===== config.mk =====
export PLATFORM = sky130hd
export DESIGN_NAME = add_1bit
export DESIGN_NICKNAME = d
export VERILOG_FILES = /design/src/rtl/add_pkg.sv /design/src/rtl/add_1bit_core.sv /design/src/rtl/add_1bit.sv
export SDC_FILE = /design/constraint.sdc
export NUM_CORES = 1
export LEC_CHECK = 0
export CAP_MARGIN = 30
export CORE_AREA = 4 4 47 49
export DETAILED_ROUTE_END_ITERATION = 16
export DIE_AREA = 0 0 51 53
export GPL_TIMING_DRIVEN = 0
export PLACE_DENSITY = 0.6
export SLEW_MARGIN = 30
export SYNTH_ARGS = -nofsm -noshare
export SYNTH_HDL_FRONTEND = slang
export SYNTH_SLANG_ARGS = --single-unit

===== constraint.sdc =====
create_clock -name clk -period 1.8 [get_ports clk]
set_input_delay 0.18 -clock clk [delete_from_list [all_inputs] [get_ports clk]]
set_output_delay 0.18 -clock clk [all_outputs]
set_load 0.005 [all_outputs]

===== src/rtl/add_pkg.sv =====
// Shared types and constants for the single-bit full adder cell.
package add_pkg;

  localparam int LAT_MIN = 0;
  localparam int LAT_MAX = 3;

  typedef struct packed {
    logic cout;
    logic y;
  } add1_res_t;

endpackage


===== src/rtl/add_1bit_core.sv =====
// Pure combinational full adder: sum and majority carry.
module add_1bit_core
  import add_pkg::*;
(
  input  logic      a,
  input  logic      b,
  input  logic      cin,
  output add1_res_t res
);

  assign res.y    = a ^ b ^ cin;
  assign res.cout = (a & b) | (a & cin) | (b & cin);

endmodule


===== src/rtl/add_1bit.sv =====
// Full adder leaf cell with a LATENCY-deep valid-tagged pipeline and a saturating op counter.
// Optional: define ADD_1BIT_SELFCHECK_EN to add a sticky err flag driven by a reference pipeline.
module add_1bit
  import add_pkg::*;
#(
  parameter int LATENCY = 1,
  parameter int CNT_W   = 8
) (
  input  logic             clk,
  input  logic             rst_n,
  input  logic             a,
  input  logic             b,
  input  logic             cin,
  input  logic             in_valid,
  output logic             y,
  output logic             cout,
  output logic             out_valid,
  output logic [CNT_W-1:0] op_cnt
`ifdef ADD_1BIT_SELFCHECK_EN
  ,
  output logic             err
`endif
);

  function automatic logic [CNT_W-1:0] sat_inc(input logic [CNT_W-1:0] v);
    return (&v) ? v : v + CNT_W'(1);
  endfunction

  add1_res_t dp_res;

  add_1bit_core u_core (
    .a   (a),
    .b   (b),
    .cin (cin),
    .res (dp_res)
  );

`ifdef ADD_1BIT_SELFCHECK_EN
  add1_res_t ref_res;
  add1_res_t ref_out;

  add_1bit_core u_ref_core (
    .a   (a),
    .b   (b),
    .cin (cin),
    .res (ref_res)
  );
`endif

  if (LATENCY < LAT_MIN || LATENCY > LAT_MAX) begin : g_bad_latency
    $error("add_1bit: LATENCY out of range");
  end

  if (LATENCY == 0) begin : g_comb
    assign y         = dp_res.y;
    assign cout      = dp_res.cout;
    assign out_valid = in_valid;
`ifdef ADD_1BIT_SELFCHECK_EN
    assign ref_out   = ref_res;
`endif
  end else begin : g_pipe
    add1_res_t res_p [LATENCY];
    logic      vld_p [LATENCY];
`ifdef ADD_1BIT_SELFCHECK_EN
    add1_res_t ref_p [LATENCY];
`endif

    // Stage 0 captures the adder output; later stages shift it toward the outputs
    always_ff @(posedge clk) begin
      if (!rst_n) begin
        for (int i = 0; i < LATENCY; i++) begin
          res_p[i] <= '0;
          vld_p[i] <= 1'b0;
`ifdef ADD_1BIT_SELFCHECK_EN
          ref_p[i] <= '0;
`endif
        end
      end else begin
        res_p[0] <= dp_res;
        vld_p[0] <= in_valid;
`ifdef ADD_1BIT_SELFCHECK_EN
        ref_p[0] <= ref_res;
`endif
        for (int i = 1; i < LATENCY; i++) begin
          res_p[i] <= res_p[i-1];
          vld_p[i] <= vld_p[i-1];
`ifdef ADD_1BIT_SELFCHECK_EN
          ref_p[i] <= ref_p[i-1];
`endif
        end
      end
    end

    assign y         = res_p[LATENCY-1].y;
    assign cout      = res_p[LATENCY-1].cout;
    assign out_valid = vld_p[LATENCY-1];
`ifdef ADD_1BIT_SELFCHECK_EN
    assign ref_out   = ref_p[LATENCY-1];
`endif
  end

  // Gated on in_valid so X on the data inputs never reaches the counter
  always_ff @(posedge clk) begin
    if (!rst_n) begin
      op_cnt <= '0;
    end else if (in_valid) begin
      op_cnt <= sat_inc(op_cnt);
    end
  end

`ifdef ADD_1BIT_SELFCHECK_EN
  always_ff @(posedge clk) begin
    if (!rst_n) begin
      err <= 1'b0;
    end else if (out_valid && ({cout, y} != ref_out)) begin
      err <= 1'b1;
    end
  end
`endif

endmodule


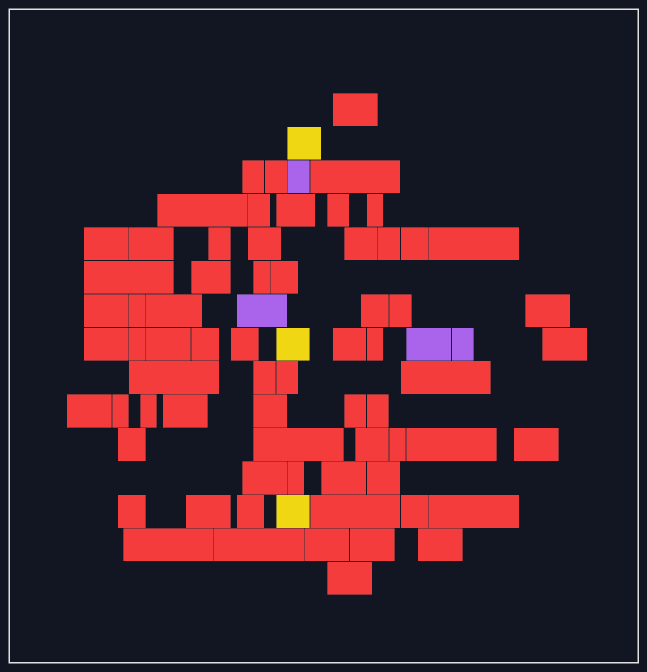
sizing.png
| color | size | cells | share |
|---|---|---|---|
| yellow | x3 and x4 | 3 | 4.0% |
| red | x1 and smaller | 68 | 91% |
| purple | x2 | 4 | 5.3% |

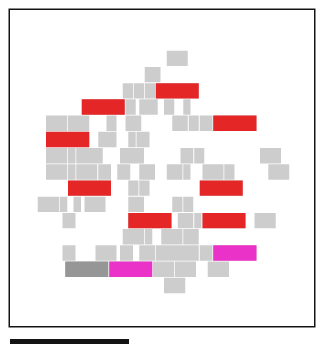
ff_map.png
Bar = 20 um. Other sequential cells in the stronger gray, the rest of the logic in the fainter gray.
| color | netlist name | placed flops |
|---|---|---|
| magenta | `g_pipe.res_p` | 2 |
| red | `op_cnt` | 8 |
not colored: 1

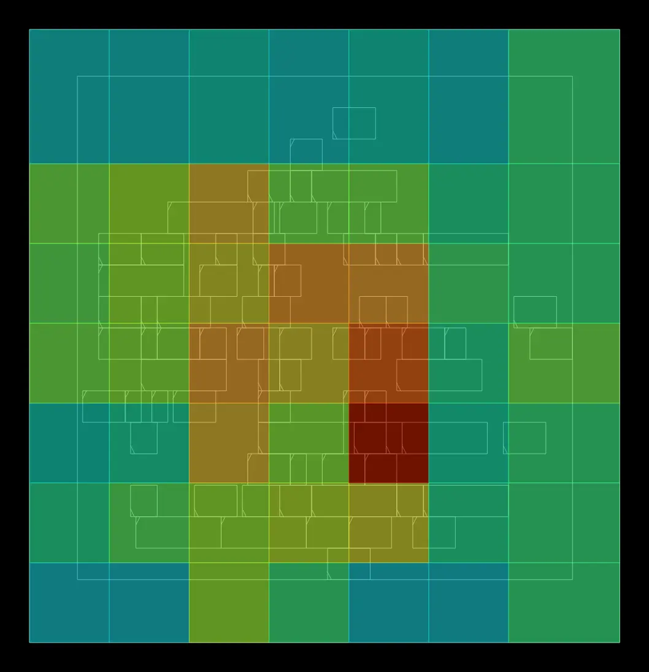
congestion_map.png
met1 Track Usage GR: 10.7%
routed length per instance: 11.3 um
final core utilization: 39.1%

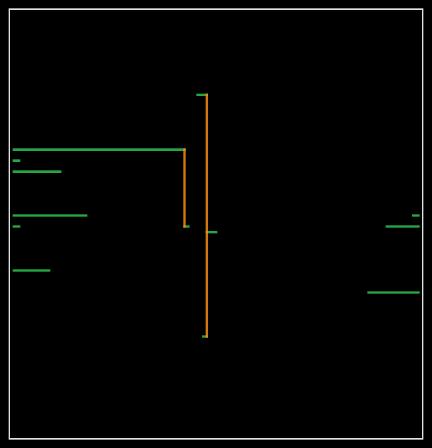
layers.png
Only two layers are drawn.
| color | layer | wire length |
|---|---|---|
| orange | M4 | 39.4 um |
| green | M3 | 55.2 um |
via count: 472
aggregate routed wire length: 1.15 mm

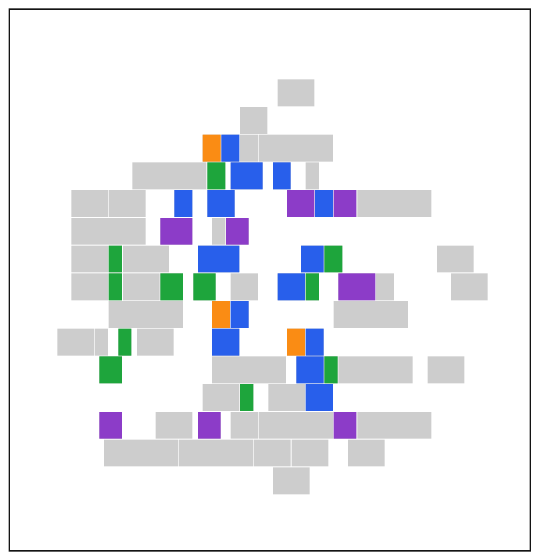
gates.png
| color | family | cells | most used |
|---|---|---|---|
| green | nand cells | 11 | nand2_1 |
| purple | and/or cells | 8 | and2_1 |
| orange | nor cells | 3 | nor3_1 |
| blue | aoi and oai cells | 14 | a21oi_1 |

==> GITHUB_STEP_SUMMARY <==
### Metrics collected by this job

| Metric | Value |
|---|---|
| Outcome | finished, final reports clean |
| CP Capture Type | flip-flop |
| Final tally of setup violations | 0 |
| Worst-skew pair later-pin latency | 0.27 ns |
| Post-Synthesis Cell Area | 507 um^2 |
| Setup TNS | 0 ns |
| I/O pins | 17 |
| Yosys warnings | 0 |
| Postcts setup bufs | 0 |
| Vias in the first global route | 449 |
| Global-route wire length before repair | 1.94 mm |
| Die Y-Extent | 53 um |
| Post-route minimum period | 1.49 ns |
| CTS Root Cell | clkbuf_4 |
| Pleak | 0.269 nW |
| Post-cts sizing count | 0 |
| Most frequent cell after synthesis | dfxtp_1 |
| Synthesized registers | 11 |
| Ys async rst share | 0% |
| Placed insts | 98 |
| H-tree Lvls | 1 |
| Routed vias/inst | 4.63 |
| TritonCTS clock tree | built |
| Nets | 84 |
| Post-DP Area | 701 um^2 |
| Clk sinks | 11 |
| Post-Syn Area per Cell | 9.21 um^2 |
| Syn Nets | 63 |
| Syn-to-layout area delta | 43.7% |
| Normalized max-slew margin | 73.6% |
| Port Buffers | 16 |
| DRC | 0 |
| Slowest CP cell | dfxtp_1 |
| Antenna fix cells | 0 |
| Top cells by count | dfxtp_1 (11), nand2_1 (6), a21oi_1 (5) |
metrics by stage:
step,power (W),utilization [%],worst slack (ns),hold WS [ns]
after floorplan,0.000285,-,0.423,0.302
after global placement,0.000321,37.6,0.196,0.489
after detailed placement,0.000322,37.6,0.180,0.505
after CTS,0.000499,39.1,0.308,0.492
after global routing,0.000513,39.1,0.174,0.513
final,0.000490,39.1,0.314,0.494
final cells by class:
cell class                      instances  area, um^2
Tap cell                               27        33.8
Clock buffer                            3        22.5
Timing Repair Buffer                   16         160
Sequential cell                        11         220
Multi-Input combinational cell         40         270
Clock inverter                          1        5.00
Fill cell                             186        1130
Inverter                                2        7.51
Buffer                                  2        8.76
power breakdown:
group / internal [W] / total (W) / switching, W / leakage (nW)
registers: 0.000253 / 0.000260 / 0.00000710 / 0.0898
logic: 0.0000354 / 0.0000557 / 0.0000203 / 0.162
clock network: 0.0000824 / 0.000174 / 0.0000916 / 0.0177
flip-flops by register name, indices dropped and copies added (netlist names):
signal        cells
g_pipe.res_p      2
g_pipe.vld_p      1
op_cnt            8
worst reg2reg max path, cell delays in order, from the launching register on:
cell and delay (ns):
dfxtp_1 0.41, ha_1 0.25, nand3_1 0.13, or4_1 0.40
and3_1 0.18
cells by family (layout without fill, tap and decap cells):
family	count (synthesis)	after routing	share of synthesized area (%)
simple gates	22	22	24.4
mux	2	2	3.95
flops	11	11	43.5
fa+ha+maj	2	2	6.42
buf+inv	4	24	3.21
compound gates	14	14	18.5
layout by cell type (no fill, tap or decap), drive strengths merged:
cell type and instances:
a311oi 1, a31oi 1, clkinv 1, clkbuf 4
a21boi 2, nand2 6, fa 1, nand2b 1
ha 1, o21bai 2, mux2i 2, and4 2
nand3 2, and3 2, nor3 3, dfxtp 11
inv 2, a211oi 2, a21oi 5, o21ai 1
clkdlybuf4s50 16, or4 1, and2 3, buf 1
nand4 2
per-layer routing:
metal	share of wire, %	vias up	global-route usage (%)
met5	0	-	0
met4	3.4	0	10.8
met3	4.8	5	3.10
met2	42	12	15.2
met1	49	212	10.7
li1	-	243	-
worst paths after layout:
path	start	to	slack [ns]
setup / recovery	op_cnt[0]	op_cnt[6]	0.31
hold / removal	rst_n	op_cnt[0]	0.49
setup reg to reg	op_cnt[0]	op_cnt[6]	0.31
hold reg to reg	op_cnt[1]	op_cnt[1]	0.51
Power figures rest on the tool's default switching activity, not on a simulated workload.
